**src/rtl/fifo_pkg.sv**
```systemverilog
`default_nettype none
// ============================================================================
// Module      : fifo_pkg
// Description : Shared read-mode constants and pointer-wrap helper for fifo_flex.
// Revision    : 1.0 - initial release
// ============================================================================
package fifo_pkg;

    localparam int FIFO_MODE_REG  = 0;
    localparam int FIFO_MODE_FWFT = 1;

    // Explicit compare so that non-power-of-two depths wrap correctly.
    function automatic int unsigned ptr_wrap(input int unsigned ptr, input int unsigned depth);
        return (ptr == depth - 1) ? 32'd0 : ptr + 32'd1;
    endfunction

endpackage
`default_nettype wire

```
**src/rtl/fifo_mem.sv**
```systemverilog
`default_nettype none
// ============================================================================
// Module      : fifo_mem
// Description : 1W/1R register file, synchronous write, asynchronous read.
// Revision    : 1.0 - initial release
// ============================================================================
module fifo_mem #(
    parameter int DATA_WIDTH = 8,
    parameter int FIFO_DEPTH = 5,
    parameter int ADDR_WIDTH = 3
) (
    input  logic                  clk,
    input  logic                  wr_en_i,
    input  logic [ADDR_WIDTH-1:0] wr_addr_i,
    input  logic [DATA_WIDTH-1:0] wr_data_i,
    input  logic [ADDR_WIDTH-1:0] rd_addr_i,
    output logic [DATA_WIDTH-1:0] rd_data_o
);

    logic [DATA_WIDTH-1:0] mem_q [FIFO_DEPTH];

    always_ff @(posedge clk) begin
        if (wr_en_i) begin
            mem_q[wr_addr_i] <= wr_data_i;
        end
    end

    assign rd_data_o = mem_q[rd_addr_i];

endmodule
`default_nettype wire

```
**src/rtl/fifo_flex.sv**
```systemverilog
`default_nettype none
// ============================================================================
// Module      : fifo_flex
// Description : Single-clock FIFO, arbitrary depth, thresholds, REG/FWFT read.
// Revision    : 1.0 - initial release
// ============================================================================
module fifo_flex
    import fifo_pkg::*;
#(
    parameter int DATA_WIDTH = 8,
    parameter int FIFO_DEPTH = 5,
    parameter int AF_THRESH  = FIFO_DEPTH - 1,
    parameter int AE_THRESH  = 1,
    parameter int FWFT       = 0
) (
    input  logic                               clk,
    input  logic                               rst,
    input  logic [DATA_WIDTH-1:0]              din,
    input  logic                               enq,
    output logic                               full_n,
    output logic [DATA_WIDTH-1:0]              dout,
    input  logic                               deq,
    output logic                               empty_n,
    input  logic                               clr,
    output logic [$clog2(FIFO_DEPTH+1)-1:0]    count,
    output logic                               almost_full,
    output logic                               almost_empty,
    output logic                               overflow,
    output logic                               underflow
);

    localparam int c_CNT_W = $clog2(FIFO_DEPTH + 1);
    localparam int c_PTR_W = $clog2(FIFO_DEPTH);
    localparam logic [c_CNT_W-1:0] c_DEPTH = c_CNT_W'(FIFO_DEPTH);
    localparam logic [c_CNT_W-1:0] c_AF    = c_CNT_W'(AF_THRESH);
    localparam logic [c_CNT_W-1:0] c_AE    = c_CNT_W'(AE_THRESH);

    if (FIFO_DEPTH < 2) begin : g_chk_depth
        $error("fifo_flex: FIFO_DEPTH must be at least 2");
    end
    if (!(AE_THRESH < AF_THRESH && AF_THRESH <= FIFO_DEPTH)) begin : g_chk_thresh
        $error("fifo_flex: require AE_THRESH < AF_THRESH <= FIFO_DEPTH");
    end

    logic [c_PTR_W-1:0]    wr_ptr_q, wr_ptr_d, rd_ptr_q, rd_ptr_d;
    logic [c_CNT_W-1:0]    count_q, count_d;
    logic                  ovf_q, ovf_d, udf_q, udf_d;
    logic                  w_enq_acc, w_deq_acc;
    logic [DATA_WIDTH-1:0] w_rd_data;

    assign full_n    = (count_q != c_DEPTH);
    assign empty_n   = (count_q != '0);
    assign w_enq_acc = enq & full_n;
    assign w_deq_acc = deq & empty_n;

    always_comb begin
        wr_ptr_d = wr_ptr_q;
        rd_ptr_d = rd_ptr_q;
        count_d  = count_q;
        ovf_d    = ovf_q;
        udf_d    = udf_q;
        if (clr) begin
            wr_ptr_d = '0;
            rd_ptr_d = '0;
            count_d  = '0;
            ovf_d    = 1'b0;
            udf_d    = 1'b0;
        end else begin
            if (w_enq_acc) begin
                wr_ptr_d = c_PTR_W'(ptr_wrap(32'(wr_ptr_q), FIFO_DEPTH));
            end
            if (w_deq_acc) begin
                rd_ptr_d = c_PTR_W'(ptr_wrap(32'(rd_ptr_q), FIFO_DEPTH));
            end
            case ({w_enq_acc, w_deq_acc})
                2'b10:   count_d = count_q + c_CNT_W'(1);
                2'b01:   count_d = count_q - c_CNT_W'(1);
                default: count_d = count_q;
            endcase
            ovf_d = ovf_q | (enq & ~full_n);
            udf_d = udf_q | (deq & ~empty_n);
        end
    end

    always_ff @(posedge clk) begin
        if (rst) begin
            wr_ptr_q <= '0;
            rd_ptr_q <= '0;
            count_q  <= '0;
            ovf_q    <= 1'b0;
            udf_q    <= 1'b0;
        end else begin
            wr_ptr_q <= wr_ptr_d;
            rd_ptr_q <= rd_ptr_d;
            count_q  <= count_d;
            ovf_q    <= ovf_d;
            udf_q    <= udf_d;
        end
    end

    fifo_mem #(
        .DATA_WIDTH (DATA_WIDTH),
        .FIFO_DEPTH (FIFO_DEPTH),
        .ADDR_WIDTH (c_PTR_W)
    ) u_mem (
        .clk       (clk),
        .wr_en_i   (w_enq_acc & ~clr & ~rst),
        .wr_addr_i (wr_ptr_q),
        .wr_data_i (din),
        .rd_addr_i (rd_ptr_q),
        .rd_data_o (w_rd_data)
    );

    if (FWFT == FIFO_MODE_FWFT) begin : g_fwft
        assign dout = w_rd_data;
    end else begin : g_reg
        logic [DATA_WIDTH-1:0] dout_q;
        // A dequeue dropped by clr must not disturb the held output word.
        always_ff @(posedge clk) begin
            if (rst) begin
                dout_q <= '0;
            end else if (w_deq_acc && !clr) begin
                dout_q <= w_rd_data;
            end
        end
        assign dout = dout_q;
    end

    assign count        = count_q;
    assign almost_full  = (count_q >= c_AF);
    assign almost_empty = (count_q <= c_AE);
    assign overflow     = ovf_q;
    assign underflow    = udf_q;

endmodule
`default_nettype wire
```
**config.mk**
```make
export PLATFORM = sky130hd
export DESIGN_NAME = fifo_flex
export DESIGN_NICKNAME = d
export VERILOG_FILES = /design/src/rtl/fifo_pkg.sv /design/src/rtl/fifo_mem.sv /design/src/rtl/fifo_flex.sv
export SDC_FILE = /design/constraint.sdc
export NUM_CORES = 1
export LEC_CHECK = 0
export CORE_ASPECT_RATIO = 1.1
export CORE_UTILIZATION = 38
export CTS_CLUSTER_DIAMETER = 150
export DETAILED_ROUTE_END_ITERATION = 10
export PLACE_DENSITY = 0.58
export REMOVE_ABC_BUFFERS = 1
export SYNTH_ARGS = -nofsm -noshare
export SYNTH_HDL_FRONTEND = slang
export SYNTH_HIERARCHICAL = 1
export SYNTH_SLANG_ARGS = --single-unit
```
**constraint.sdc**
```tcl
create_clock -name clk -period 6.7 [get_ports clk]
set_input_delay 2.01 -clock clk [delete_from_list [all_inputs] [get_ports clk]]
set_output_delay 2.01 -clock clk [all_outputs]
set_load 0.01 [all_outputs]
```
run_1/congestion_map.png
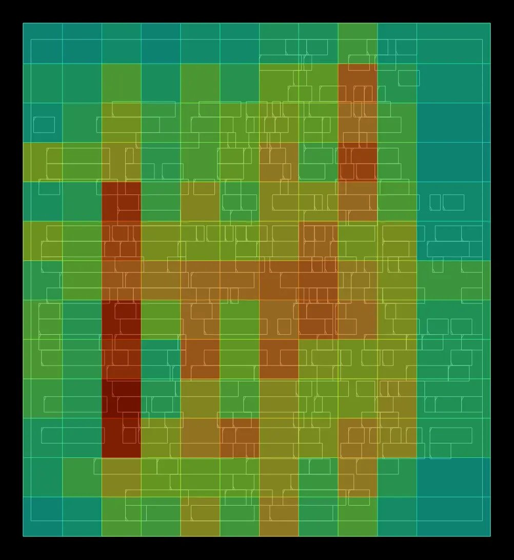
GR peak layer: met2
grt met2 use: 22.5%
wire per inst: 15.4 um
GR Util met1: 19.5%

run_1/closeup.png
Scale bar: 10 um. Region (21, 7) to (61, 47) um. Cells in grey, sequential cells in the stronger grey; small squares are vias.
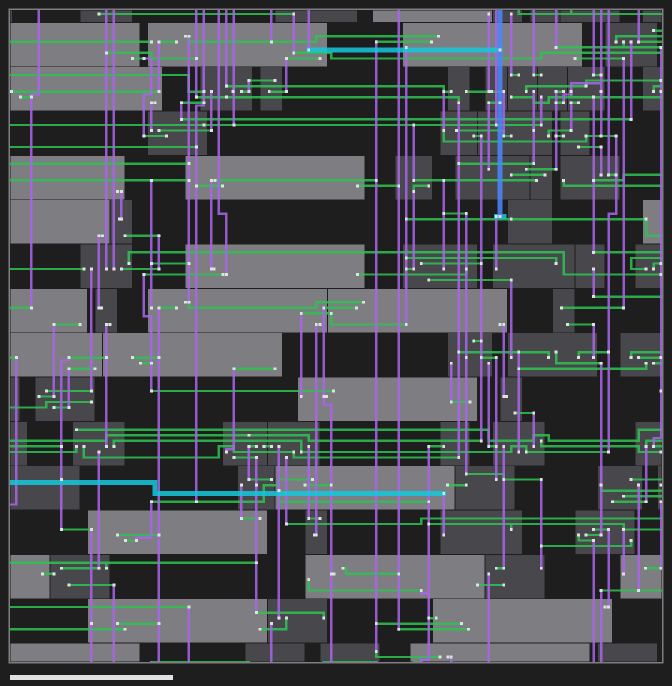
legend:
  green:
    layer: M1
  purple:
    layer: M2
  blue:
    layer: M4
  cyan:
    layer: M3
most frequent: edfxtp_1 (18), inv_1 (8), mux2i_1 (6)
netlist names of flops here include: u_mem/mem_q (18)
sequential cells in the window: 18
cells with their middle in the window: 65

run_1/m2.png
Scale bar: 20 um. Cells faint in the background.
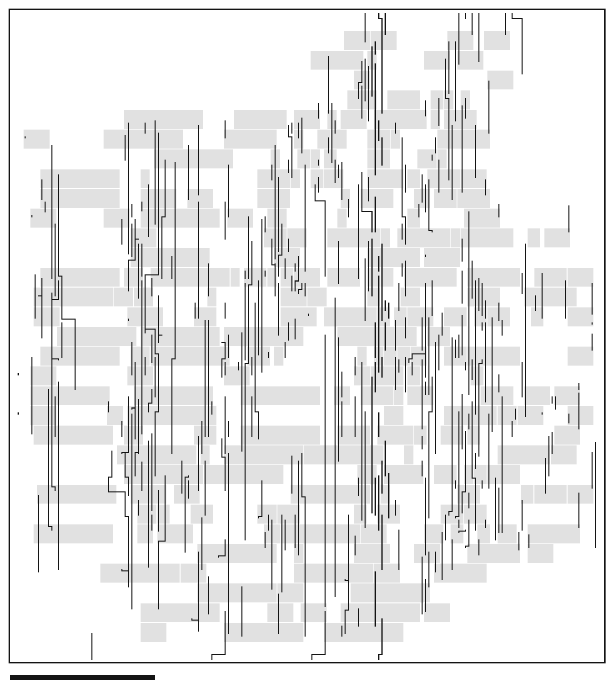
main direction: vertical
wire length on this layer: 2340 um
nets with wire on the layer: 207
DRT Wirelength: 4960 um
total number of vias: 1653

==> impl_metrics.env, run 1 <==
# source this file to load flow results
export IMPL_adder_share_pct=4.22
export IMPL_lay_top_count="edfxtp_1"
export IMPL_edf_count=40
export IMPL_place_ws_ns=1.90
export IMPL_signal_buffers=32
export IMPL_leakagePower_nw=1.03
export IMPL_logic_area_sq_um=913
export IMPL_clk_insertion_delay_late_ns=0.34
export IMPL_hold_buffers=0
export IMPL_r2r_cells=7
export IMPL_syn_area_sq_um=2670
export IMPL_first_pass_iters=4
export IMPL_postCtsSetupBuffers=0
export IMPL_min_from="dout[4]"
export IMPL_viasPerCell=5.15
export IMPL_largest_reg_flops=40
export IMPL_crit_required_ns=6.65
export IMPL_post_cts_resized=0
export IMPL_p_sw_share_pct=24.9
export IMPL_endpoint="u_mem/mem_q[4][0]"
export IMPL_synthTopCellsByCount="edfxtp_1 (40), dfxtp_1 (19), a21oi_1 (17), inv_1 (16), mux2i_1 (10)"
export IMPL_placedCellCount=305
export IMPL_regMostFlops="u_mem/mem_q"
export IMPL_buf_share_pct=9.95
export IMPL_chipArea_sq_um=7360
export IMPL_pwr_density_cell_nw_per_um2=234
export IMPL_worst_path_stages=5
export IMPL_drt_met1_wl_um=2370
export IMPL_nNetsFinal=256
export IMPL_warnings=30
export IMPL_min_period_ns=4.44
export IMPL_layout_setup_ws_ns=2.26
export IMPL_grt_start_max_net_pins=29
export IMPL_row_count=31
export IMPL_cts_max_path_buffers=2
export IMPL_power_leader="sequential cells"
export IMPL_largest_class="registers"
export IMPL_hold_path_cell_count=2
export IMPL_drtAntennaViolNets=0
export IMPL_dp_hpwl_um=3250
export IMPL_routed_top_layer="met4"
export IMPL_wl_met3_um=143
export IMPL_met2_length_um=2340
export IMPL_gp_congestion=0.751
export IMPL_status="completed"
export IMPL_fin_cells=321
export IMPL_regArea_sq_um=1580
export IMPL_slew_limit_headroom_pct=21.7
export IMPL_hp_class="register to register"
export IMPL_seq_share_pct=50.3
run_1/m1.png
Scale bar: 20 um. Supply wires on this layer in grey. Cells faint in the background.
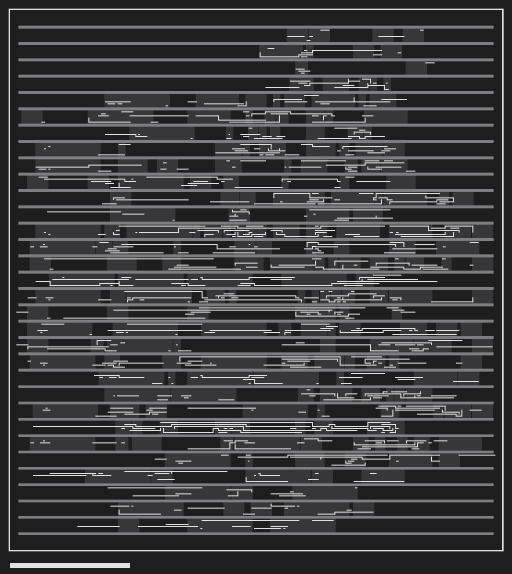

==> run 2, diff against run 1 <==
Settings changed: PLACE_DENSITY 0.58 to 0.6.
Clock period 6.7 ns to 3.7 ns, I/O delays scaled along.
run_2/m1.png
Scale bar: 20 um. Supply wires on this layer in grey. Cells faint in the background.
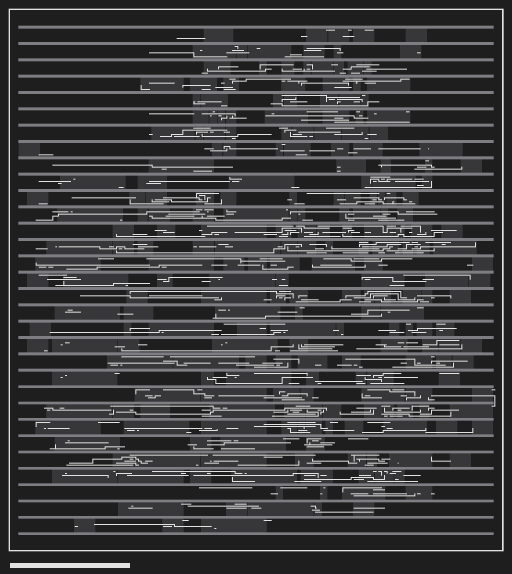
wire length on this layer: 2460 um
share of all routed wire: 50%
longest straight run: 26.2 um
main direction: horizontal
nets with wire on the layer: 235
DRT Wirelength: 4890 um
total number of vias: 1655

run_2/m2.png
Scale bar: 20 um. Cells faint in the background.
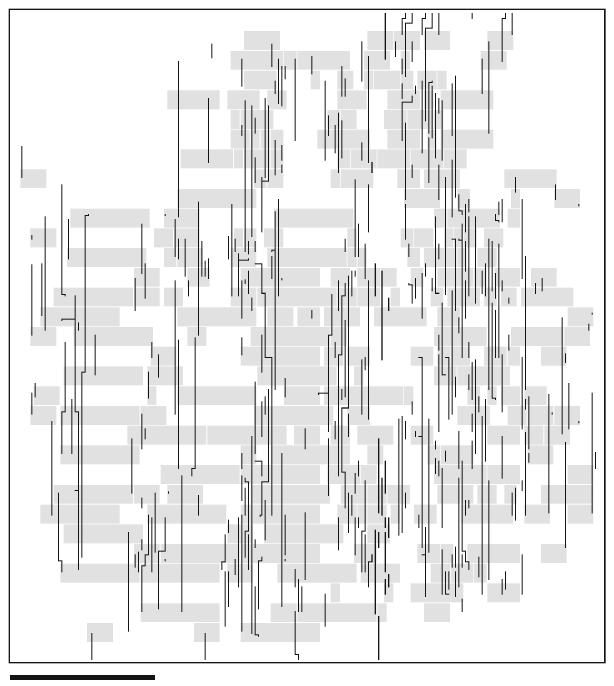
nets with wire on the layer: 202
wire length on this layer: 2160 um
grt met2 use: 20.7%

run_2/sizing.png
Scale bar: 20 um.
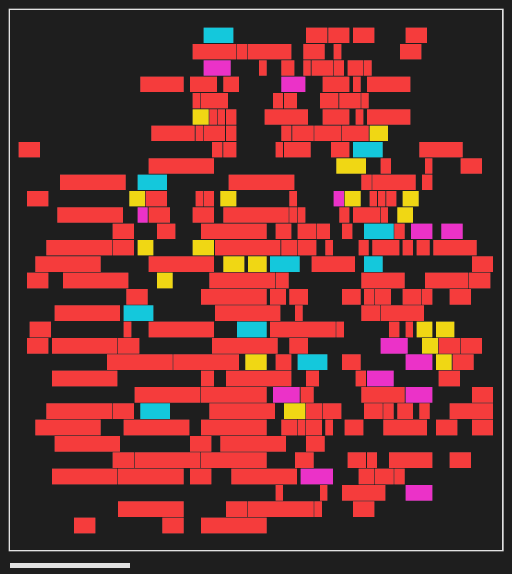
legend:
  red:
    size: x1 and smaller
    cells: 204
    share: 83%
  magenta:
    size: x2
    cells: 13
    share: 5.3%
  yellow:
    size: x3 and x4
    cells: 19
    share: 7.7%
  cyan:
    size: x6 and larger
    cells: 10
    share: 4.1%
setup ws final: 0.702 ns
count of plain and timing-repair buffers: 39
Final Cell Area: 3200 sq um

==> impl_metrics.env, run 2 <==
# source this file to load flow results
export IMPL_largest_class="registers"
export IMPL_crit_required_ns=3.75
export IMPL_synth_cells_yosys=204
export IMPL_grt_start_max_net_pins=29
export IMPL_syn_area_sq_um=2670
export IMPL_status="completed"
export IMPL_place_ws_ns=0.310
export IMPL_leakagePower_nw=1.07
export IMPL_first_pass_iters=4
export IMPL_regMostFlops="u_mem/mem_q"
export IMPL_pwr_density_cell_nw_per_um2=422
export IMPL_synth_top_flop_cell="edfxtp_1"
export IMPL_antenna_found_initial=0
export IMPL_top_usage_layer="met1"
export IMPL_regArea_sq_um=1580
export IMPL_r2r_cells=7
export IMPL_largest_reg_flops=40
export IMPL_seq_share_pct=49.5
export IMPL_adder_share_pct=4.22
export IMPL_postCtsSetupBuffers=0
export IMPL_placedCellCount=312
export IMPL_hold_path_cell_count=2
export IMPL_nNetsFinal=263
export IMPL_wl_per_cell_um=14.9
export IMPL_grt_pass1_vias=1631
export IMPL_cts_max_path_buffers=2
export IMPL_hold_buffers=0
export IMPL_drt_met1_wl_um=2460
export IMPL_gp_congestion=0.698
export IMPL_viasPerCell=5.05
export IMPL_clk_insertion_delay_late_ns=0.34
export IMPL_endpoint="u_mem/mem_q[2][5]"
export IMPL_numSynthFlops=59
export IMPL_row_count=31
export IMPL_slew_limit_headroom_pct=25.8
export IMPL_buf_share_pct=11.4
export IMPL_post_cts_resized=0
export IMPL_dp_hpwl_um=3420
export IMPL_worst_path_stages=6
export IMPL_wl_met3_um=157
export IMPL_met2_length_um=2160
export IMPL_synthTopCellsByCount="edfxtp_1 (40), dfxtp_1 (19), a21oi_1 (17), inv_1 (16), mux2i_1 (10)"
export IMPL_met1_usage_pct=21.9
export IMPL_p_comb_share_pct=8.8
export IMPL_drtAntennaViolNets=0
export IMPL_routed_top_layer="met4"
export IMPL_fin_cells=328
run_2/closeup.png
Scale bar: 10 um. Region (21, 7) to (61, 47) um. Cells in grey, sequential cells in the stronger grey; small squares are vias.
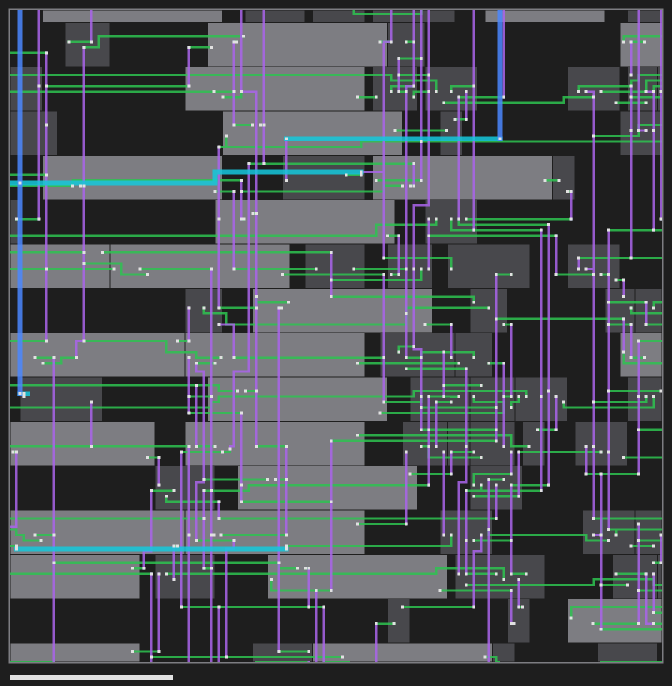

==> run 3, diff against run 2 <==
Clock period 3.7 ns to 2.5 ns, I/O delays scaled along.
run_3/closeup.png
Scale bar: 10 um. Region (21, 7) to (61, 47) um. Cells in grey, sequential cells in the stronger grey; small squares are vias.
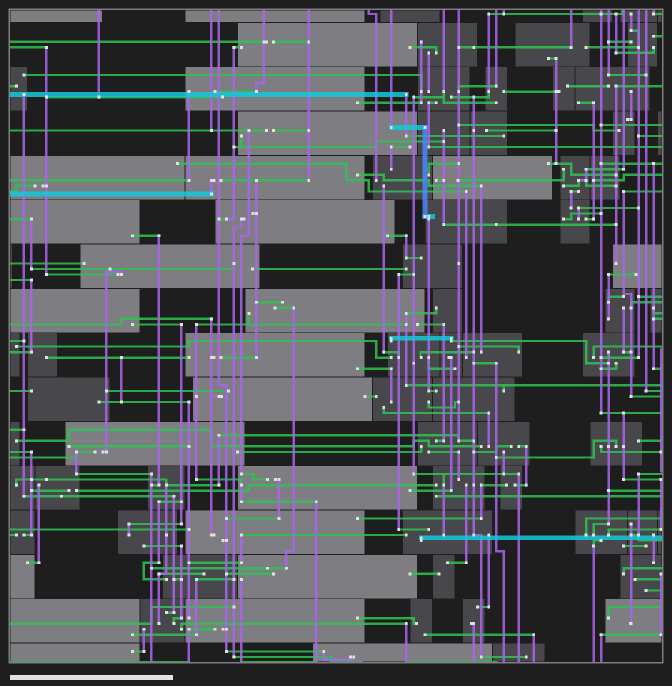
legend:
  blue:
    layer: M4
  green:
    layer: M1
  cyan:
    layer: M3
  purple:
    layer: M2
most frequent: edfxtp_1 (18), inv_1 (7), mux2i_1 (6)
cells with their middle in the window: 63
netlist names of flops here include: u_mem/mem_q (18), rd_ptr_q (1)
sequential cells in the window: 19

run_3/congestion_map.png
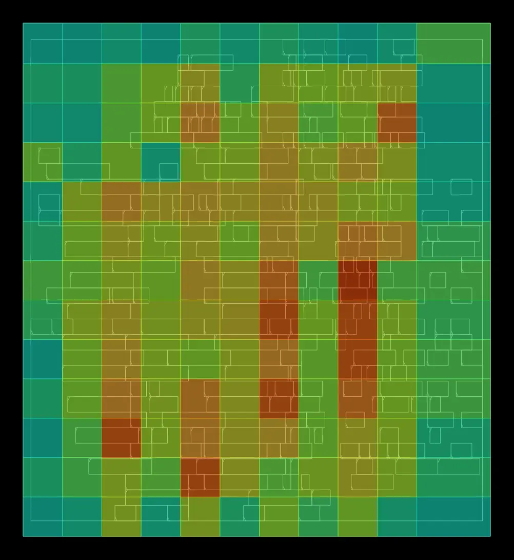
grt met2 use: 23.4%
total track usage: 16.0%
fin util: 49.4%
GR Util met1: 22.1%

run_3/m1.png
Scale bar: 20 um. Supply wires on this layer in grey. Cells faint in the background.
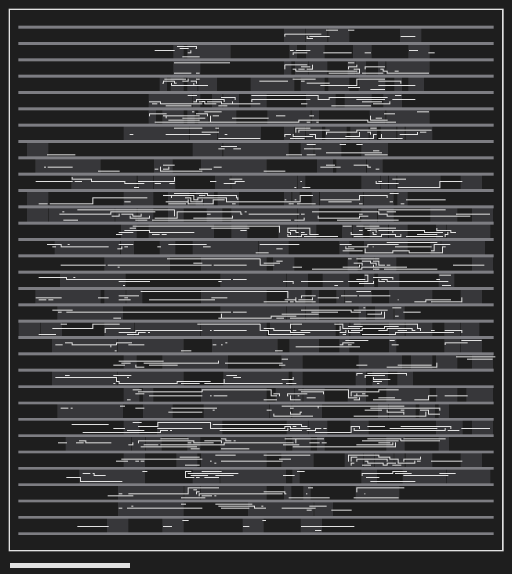
main direction: horizontal
nets with wire on the layer: 241
share of all routed wire: 48%
DRT Wirelength: 5090 um
total number of vias: 1706

==> impl_metrics.env, run 3 <==
# source this file to load flow results
export IMPL_postCtsSetupBuffers=1
export IMPL_regMostFlops="u_mem/mem_q"
export IMPL_largest_class="registers"
export IMPL_synth_top_flop_cell="edfxtp_1"
export IMPL_fin_cells=337
export IMPL_pwr_density_cell_nw_per_um2=647
export IMPL_drtAntennaViolNets=0
export IMPL_antenna_found_initial=0
export IMPL_clk_insertion_delay_late_ns=0.34
export IMPL_synth_cells_yosys=204
export IMPL_crit_required_ns=1.75
export IMPL_routed_top_layer="met4"
export IMPL_viasPerCell=5.06
export IMPL_seq_share_pct=48.0
export IMPL_gp_congestion=0.729
export IMPL_drt_met1_wl_um=2450
export IMPL_r2r_cells=8
export IMPL_dp_hpwl_um=3530
export IMPL_adder_share_pct=4.22
export IMPL_placedCellCount=320
export IMPL_hold_path_cell_count=2
export IMPL_wl_per_cell_um=15.1
export IMPL_cts_max_path_buffers=2
export IMPL_largest_reg_flops=40
export IMPL_regArea_sq_um=1580
export IMPL_place_ws_ns=-0.0840
export IMPL_worst_path_stages=6
export IMPL_hold_buffers=0
export IMPL_status="completed"
export IMPL_endpoint="almost_empty"
export IMPL_final_area_sq_um=3290
export IMPL_signal_buffers=48
export IMPL_grt_start_max_net_pins=29
export IMPL_row_count=31
export IMPL_slew_limit_headroom_pct=63.2
